### src/rtl/fetch_stage.sv
// Instruction-fetch stage: owns the PC and the IF/ID register, talks to imem over req/ack.
// Optional build macro FETCH_PERF_CNT_EN adds fetch and stall performance counters.
module fetch_stage #(
   parameter int                    ADDR_WIDTH = 32,
   parameter int                    DAT_WIDTH  = 32,
   parameter logic [ADDR_WIDTH-1:0] RESET_PC   = 32'h0000_0000,
   parameter logic [DAT_WIDTH-1:0]  NOP_INSTR  = 32'h0000_0013
) (
   input  logic                  clk,
   input  logic                  rst_n,
   input  logic                  PC_Write,
   input  logic                  IF_ID_Write,
   input  logic                  PCSrc_E,
   input  logic [ADDR_WIDTH-1:0] PC_Target_E,
   output logic                  imem_req,
   output logic [ADDR_WIDTH-1:0] imem_addr,
   input  logic                  imem_ack,
   input  logic [DAT_WIDTH-1:0]  imem_rdata,
   output logic [DAT_WIDTH-1:0]  Ins_D,
   output logic [ADDR_WIDTH-1:0] PC_D,
   output logic [ADDR_WIDTH-1:0] PC_4D,
   output logic                  Valid_D
`ifdef FETCH_PERF_CNT_EN
   ,
   output logic [31:0]           perf_fetch_cnt,
   output logic [31:0]           perf_stall_cnt
`endif
);

   // state | meaning
   // IDLE  | one cycle after reset release, no request yet
   // REQ   | request for pc outstanding
   // HOLD  | response parked in skid buffer while downstream stalls
   // DROP  | request for a squashed address outstanding; its data is discarded

   typedef enum logic [1:0] {IDLE, REQ, HOLD, DROP} state_t;

   state_t                state;
   logic [ADDR_WIDTH-1:0] pc;
   logic [ADDR_WIDTH-1:0] pending;
   logic [ADDR_WIDTH-1:0] skid_pc;
   logic [DAT_WIDTH-1:0]  skid_ins;
   logic                  adv;
   logic [ADDR_WIDTH-1:0] pc_next4;
   logic [ADDR_WIDTH-1:0] target;
   logic                  unused_tgt;

   assign adv        = PC_Write & IF_ID_Write;
   assign pc_next4   = pc + ADDR_WIDTH'(4);
   assign target     = {PC_Target_E[ADDR_WIDTH-1:2], 2'b00};
   assign unused_tgt = ^PC_Target_E[1:0];
   // pc is frozen in DROP, so it still carries the stale address the handshake must hold
   assign imem_addr  = pc;

   always_ff @(posedge clk or negedge rst_n) begin
      if (!rst_n) begin
         state    <= IDLE;
         pc       <= RESET_PC;
         pending  <= '0;
         skid_pc  <= '0;
         skid_ins <= '0;
         imem_req <= 1'b0;
         Ins_D    <= NOP_INSTR;
         PC_D     <= '0;
         PC_4D    <= '0;
         Valid_D  <= 1'b0;
      end else begin
         case (state)
            IDLE: begin
               state    <= REQ;
               imem_req <= 1'b1;
            end
            REQ: begin
               if (PCSrc_E) begin
                  Ins_D   <= NOP_INSTR;
                  Valid_D <= 1'b0;
                  if (imem_ack) begin
                     pc <= target;
                  end else begin
                     pending <= target;
                     state   <= DROP;
                  end
               end else if (imem_ack) begin
                  if (adv) begin
                     Ins_D   <= imem_rdata;
                     PC_D    <= pc;
                     PC_4D   <= pc_next4;
                     Valid_D <= 1'b1;
                     pc      <= pc_next4;
                  end else begin
                     skid_ins <= imem_rdata;
                     skid_pc  <= pc;
                     state    <= HOLD;
                     imem_req <= 1'b0;
                  end
               end else if (IF_ID_Write) begin
                  Ins_D   <= NOP_INSTR;
                  Valid_D <= 1'b0;
               end
            end
            HOLD: begin
               if (PCSrc_E) begin
                  Ins_D    <= NOP_INSTR;
                  Valid_D  <= 1'b0;
                  pc       <= target;
                  state    <= REQ;
                  imem_req <= 1'b1;
               end else if (adv) begin
                  Ins_D    <= skid_ins;
                  PC_D     <= skid_pc;
                  PC_4D    <= pc_next4;
                  Valid_D  <= 1'b1;
                  pc       <= pc_next4;
                  state    <= REQ;
                  imem_req <= 1'b1;
               end
            end
            DROP: begin
               if (PCSrc_E || IF_ID_Write) begin
                  Ins_D   <= NOP_INSTR;
                  Valid_D <= 1'b0;
               end
               // a redirect arriving with the stale ack wins over the older pending target
               if (imem_ack) begin
                  pc    <= PCSrc_E ? target : pending;
                  state <= REQ;
               end else if (PCSrc_E) begin
                  pending <= target;
               end
            end
            default: begin
               state    <= IDLE;
               imem_req <= 1'b0;
            end
         endcase
      end
   end

`ifdef FETCH_PERF_CNT_EN
   logic fetch_load;
   logic stall_cyc;

   assign fetch_load = !PCSrc_E && adv && ((state == REQ && imem_ack) || state == HOLD);
   assign stall_cyc  = (state == REQ && !imem_ack) || state == HOLD || state == DROP;

   always_ff @(posedge clk or negedge rst_n) begin
      if (!rst_n) begin
         perf_fetch_cnt <= '0;
         perf_stall_cnt <= '0;
      end else begin
         if (fetch_load) perf_fetch_cnt <= perf_fetch_cnt + 32'd1;
         if (stall_cyc)  perf_stall_cnt <= perf_stall_cnt + 32'd1;
      end
   end
`endif

endmodule
### config.mk
export PLATFORM = sky130hd
export DESIGN_NAME = fetch_stage
export DESIGN_NICKNAME = d
export VERILOG_FILES = /design/src/rtl/fetch_stage.sv
export SDC_FILE = /design/constraint.sdc
export NUM_CORES = 1
export LEC_CHECK = 0
export CAP_MARGIN = 0
export CORE_AREA = 8 8 169 139
export CTS_CLUSTER_DIAMETER = 60
export CTS_CLUSTER_SIZE = 14
export DETAILED_ROUTE_END_ITERATION = 8
export DIE_AREA = 0 0 177 147
export PLACE_DENSITY = 0.79
export SETUP_SLACK_MARGIN = 0.4
export SLEW_MARGIN = 10
export SYNTH_ARGS = -nofsm -noshare
export SYNTH_HDL_FRONTEND = slang
export SYNTH_SLANG_ARGS = --single-unit
### constraint.sdc
create_clock -name clk -period 2.25 [get_ports clk]
set_input_delay 0.3375 -clock clk [delete_from_list [all_inputs] [get_ports clk]]
set_output_delay 0.3375 -clock clk [all_outputs]
set_load 0.05 [all_outputs]
**Clock network drawn from the DEF**

Scale bar: 50 um.
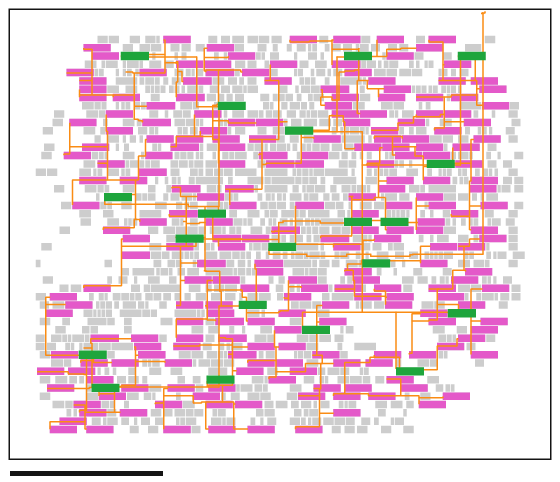
legend:
  flip-flops:
    colour: magenta
    count: 228
  clock wires:
    colour: orange
    length: 2760 um
  cells driving clock nets:
    colour: green
    count: 20
flops lie: all over the die
routed clock nets: 21
clock power share: 18.5%
clock network power: 3.22 mW
final clock skew: 0.0119 ns
Insertion Delay late pin: 0.50 ns

**Pin placement**

Pins as bars across the die edge, other pins in grey.
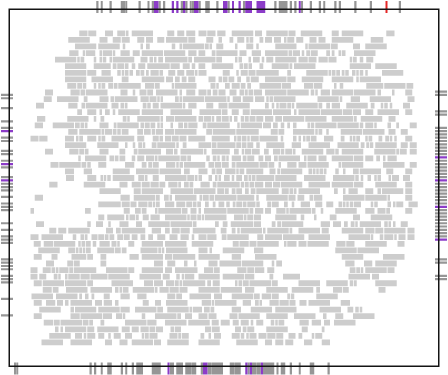
legend:
  clk:
    colour: red
    pins: 1
    direction: input
    edge: north
  imem_addr:
    colour: purple
    pins: 32
    direction: output
    edge: 19 north, 6 south, 4 east, 3 west
all pins by edge: 64 south, 57 north, 43 east, 36 west
width of the chip: 177 um
die y size: 147 um
IO Port Bufs: 197

**The metal 4 layer**

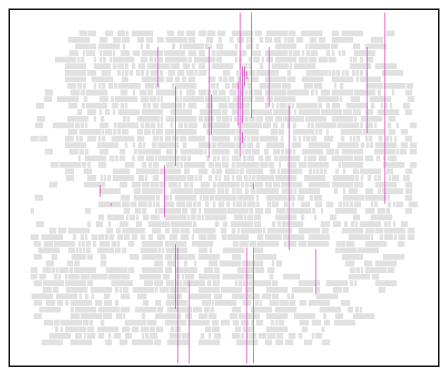
nets with wire on the layer: 19
share of all routed wire: 2.3%
main direction: vertical
wire length on this layer: 717 um
detailed-route via count: 8577
final wirelength: 30900 um

**Routed metal, one colour a layer**

Scale bar: 50 um.
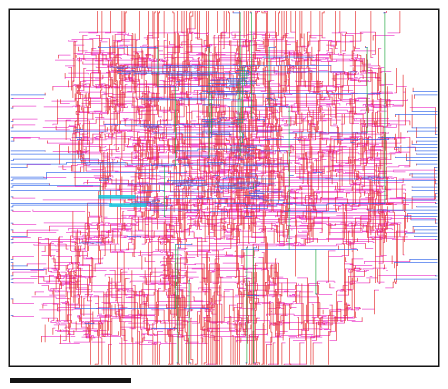
legend:
  met1:
    colour: magenta
    wire_length: 13500 um
  met2:
    colour: red
    wire_length: 14000 um
  met4:
    colour: green
    wire_length: 717 um
  met3:
    colour: blue
    wire_length: 2690 um
  met5:
    colour: cyan
    wire_length: 27.6 um
drt wl/cell: 20.7 um
GRT Resource Usage Total: 22.7%

**Congestion heat map**

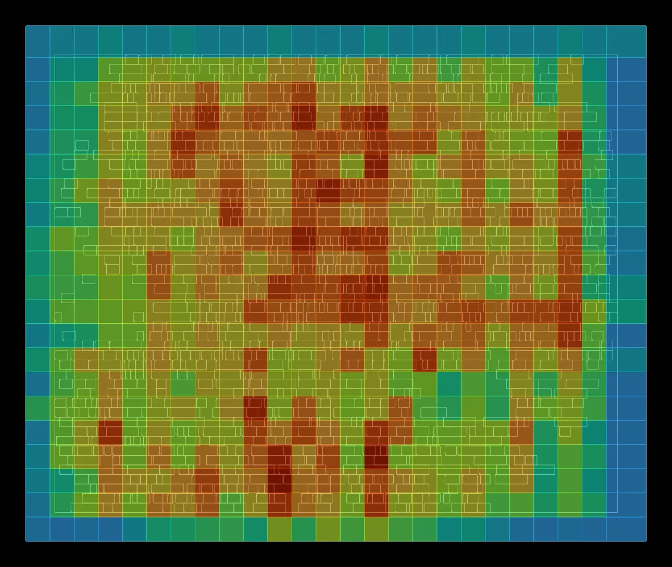
most congested layer reported by global routing: met2
met3 layer usage reported by global route: 5.28%
grt met1 use: 32.7%
share of the core filled with cells in the final layout: 65.8%

==> cells by family (layout without fill, tap and decap cells) <==
family | count (synthesis) | count (layout)
AND-OR/OR-AND | 275 | 275
AND/OR/NAND/NOR | 264 | 264
flip-flops | 228 | 228
multiplexers | 108 | 108
buffers and inverters | 100 | 315
XOR/XNOR | 28 | 28
adder cells (fa/ha/maj) | 1 | 1
==> path summary, 6_finish.rpt <==
kind	endpoint	slack, ns	cells after the start	startpoint
max in group asynchronous	Ins_D[1]$_DFFE_PN1P_	1.08	3	rst_n
min in group asynchronous	PC_D[21]$_DFFE_PN0P_	0.41	2	rst_n
min	Valid_D$_DFFE_PN0P_	0.29	3	PCSrc_E
max	imem_addr[31]$_DFFE_PN0P_	0.43	6	state[0]$_DFFE_PN0P_
min reg2reg	PC_4D[24]$_DFFE_PN0P_	0.48	2	PC_4D[24]$_DFFE_PN0P_
max reg2reg	imem_addr[31]$_DFFE_PN0P_	0.43	6	state[0]$_DFFE_PN0P_
==> report_power, final <==
part / switching, mW / total (mW) / internal [mW]
clock network: 1.48 / 3.22 / 1.75
registers: 1.10 / 6.61 / 5.51
logic: 5.14 / 7.55 / 2.40
total: 7.72 / 17.4 / 9.66
==> state kept, by name, summed over array words and instances (netlist names) <==
register / count
skid_ins: 32
skid_pc: 32
state: 2
Ins_D: 32
imem_req: 1
PC_4D: 32
Valid_D: 1
pending: 32
imem_addr: 32
PC_D: 32
==> metal layers <==
layer  share of wire, %  up-vias
met5              0.087        -
met4                2.3        4
met3                8.7       54
met2                 45      356
met1                 44     4199
li1                   -     3964
==> synth_stat cells (15+ instances only) <==
| cell type | count |
|---|---|
| nand2_1 | 79 |
| o21ai_0 | 70 |
| a21oi_1 | 113 |
| nor2_1 | 106 |
| clkbuf_1 | 31 |
| mux2_2 | 86 |
| a22oi_1 | 30 |
| and3_1 | 15 |
| dfrtp_1 | 225 |
| xnor2_1 | 24 |
| buf_2 | 42 |
| mux2i_1 | 22 |
| inv_1 | 15 |
==> tightest hold or removal path, stage by stage <==
cell and delay (ns):
buf_2 0.18, a21oi_1 0.06, o22a_1 0.17
==> final cells by class <==
cell class                      count  area share, %
Sequential cell                   228           41.6
Tap cell                          275           2.49
Clock inverter                      2         0.0725
Multi-Input combinational cell    676           32.7
Inverter                           16          0.435
Timing Repair Buffer              266           18.5
Clock buffer                       31           4.15
==> what timing repair did <==
| action | 4_1_cts | 5_1_grt |
|---|---|---|
| endpoints found under the hold margin | 64 | 0 |
| cloned | 0 | 1 |
| hold buffers | 1 | 0 |
| pin swaps | 2 | 6 |
| endpoints found under the setup margin | 185 | 78 |
| resized | 186 | 24 |
| setup buffers | 7 | 20 |
==> flow_metrics.tcl <==
# flow metrics
set metrics [dict create \
    synth_top_area_share_pct 53.3 \
    yosys-mux-area-fraction_pct 11.3 \
    ys_area_um2 10600 \
    synthesis.yosys.warnings 0 \
    critPathMaxStageDelay_ns 0.46 \
    top_flip_flop_cell_by_instance_count_after_synthesis "dfrtp_1" \
    syn-instance-count 1004 \
    final_area_um2 13800 \
    logic_family "AND-OR/OR-AND gates" \
    synth_top_cell_by_area "dfrtp_1" \
    gp_congestion 0.882 \
    worst_slew_pin_slew_ns 0.606 \
    ys_async_sr_fraction_pct 100 \
    timing.hold.ws_ns 0.288 \
    power.density_nw_per_um2 1260 \
    worstSetupStartpointType "flop" \
    lay_top_count "dfrtp_1" \
    max-cap-violations 0 \
    finalHoldViolations 0 \
    xor_share_pct 2.32 \
    vias_per_cell 5.74 \
    dpl-instance-area_um2 13000 \
    cts-buffers-inserted 20 \
    final_ws_setup_ns 0.430 \
    setup.worst_path.end_class "flop" \
    number_of_design_rule_violations_left_after_detail_routing 0 \
    std_cell_rows 48 \
    synth-edff-count 0 \
    grt.met2_usage_pct 33.8 \
    final.fill_count 1618 \
    worst-setup-path-type "reg -> reg" \
    final.period_utilization_pct 80.9 \
    synth.area.top_cells "dfrtp_1 (53%), mux2_2 (9.2%), a21oi_1 (5.4%), nor2_1 (3.8%), o21ai_0 (3.3%)" \
    ir_worst_vdd_uv 856 \
    final_layout_size_suffix_gt1_share_pct 22.6 \
    rsz0062_at_grt "true" \
    clk_pin_slew_ns 0.06 \
    achievable-frequency_mhz 550 \
    stage_log_warnings 31 \
    cts_root_buf "clkbuf_16" \
    layout_cells_excl_fill 1494 \
    yosysCellCount 1004 \
    placement.setup.worst_slack_ns -0.0436 \
    syn_area_per_cell_um2 10.5 \
    detail-route-antenna-nets 0 \
    fin_setup_tns_ns 0 \
    maximum_number_of_pins_on_one_net_before_global_route_repair 79 \
    syn-num-nets 1075 \
    cp.arrival_ns 2.18 \
    synth.cellmix.simpleShare_pct 12.5 \
    seqCellArea_um2 5740 \
    critical_path_peak_fanout 15 \
    chip_area_um2 26000 \
    seq_area_frac_synth_pct 54.1 \
    placed_cells 1432 \
    status "finished clean" \
    cts.path.max_buffers 3 \
    globalRoute.totalOverflow 0 \
    syn2layout_area_growth_pct 30.7 \
    grt_first_pass_wirelength_um 47300 \
    report.final.slew_viol_count 0 \
    core_region_area_um2 21000 \
    netlist-cell-type-count 58 \
    final_net_count 1279 \
]
Power is estimated from default activity; no workload was simulated.
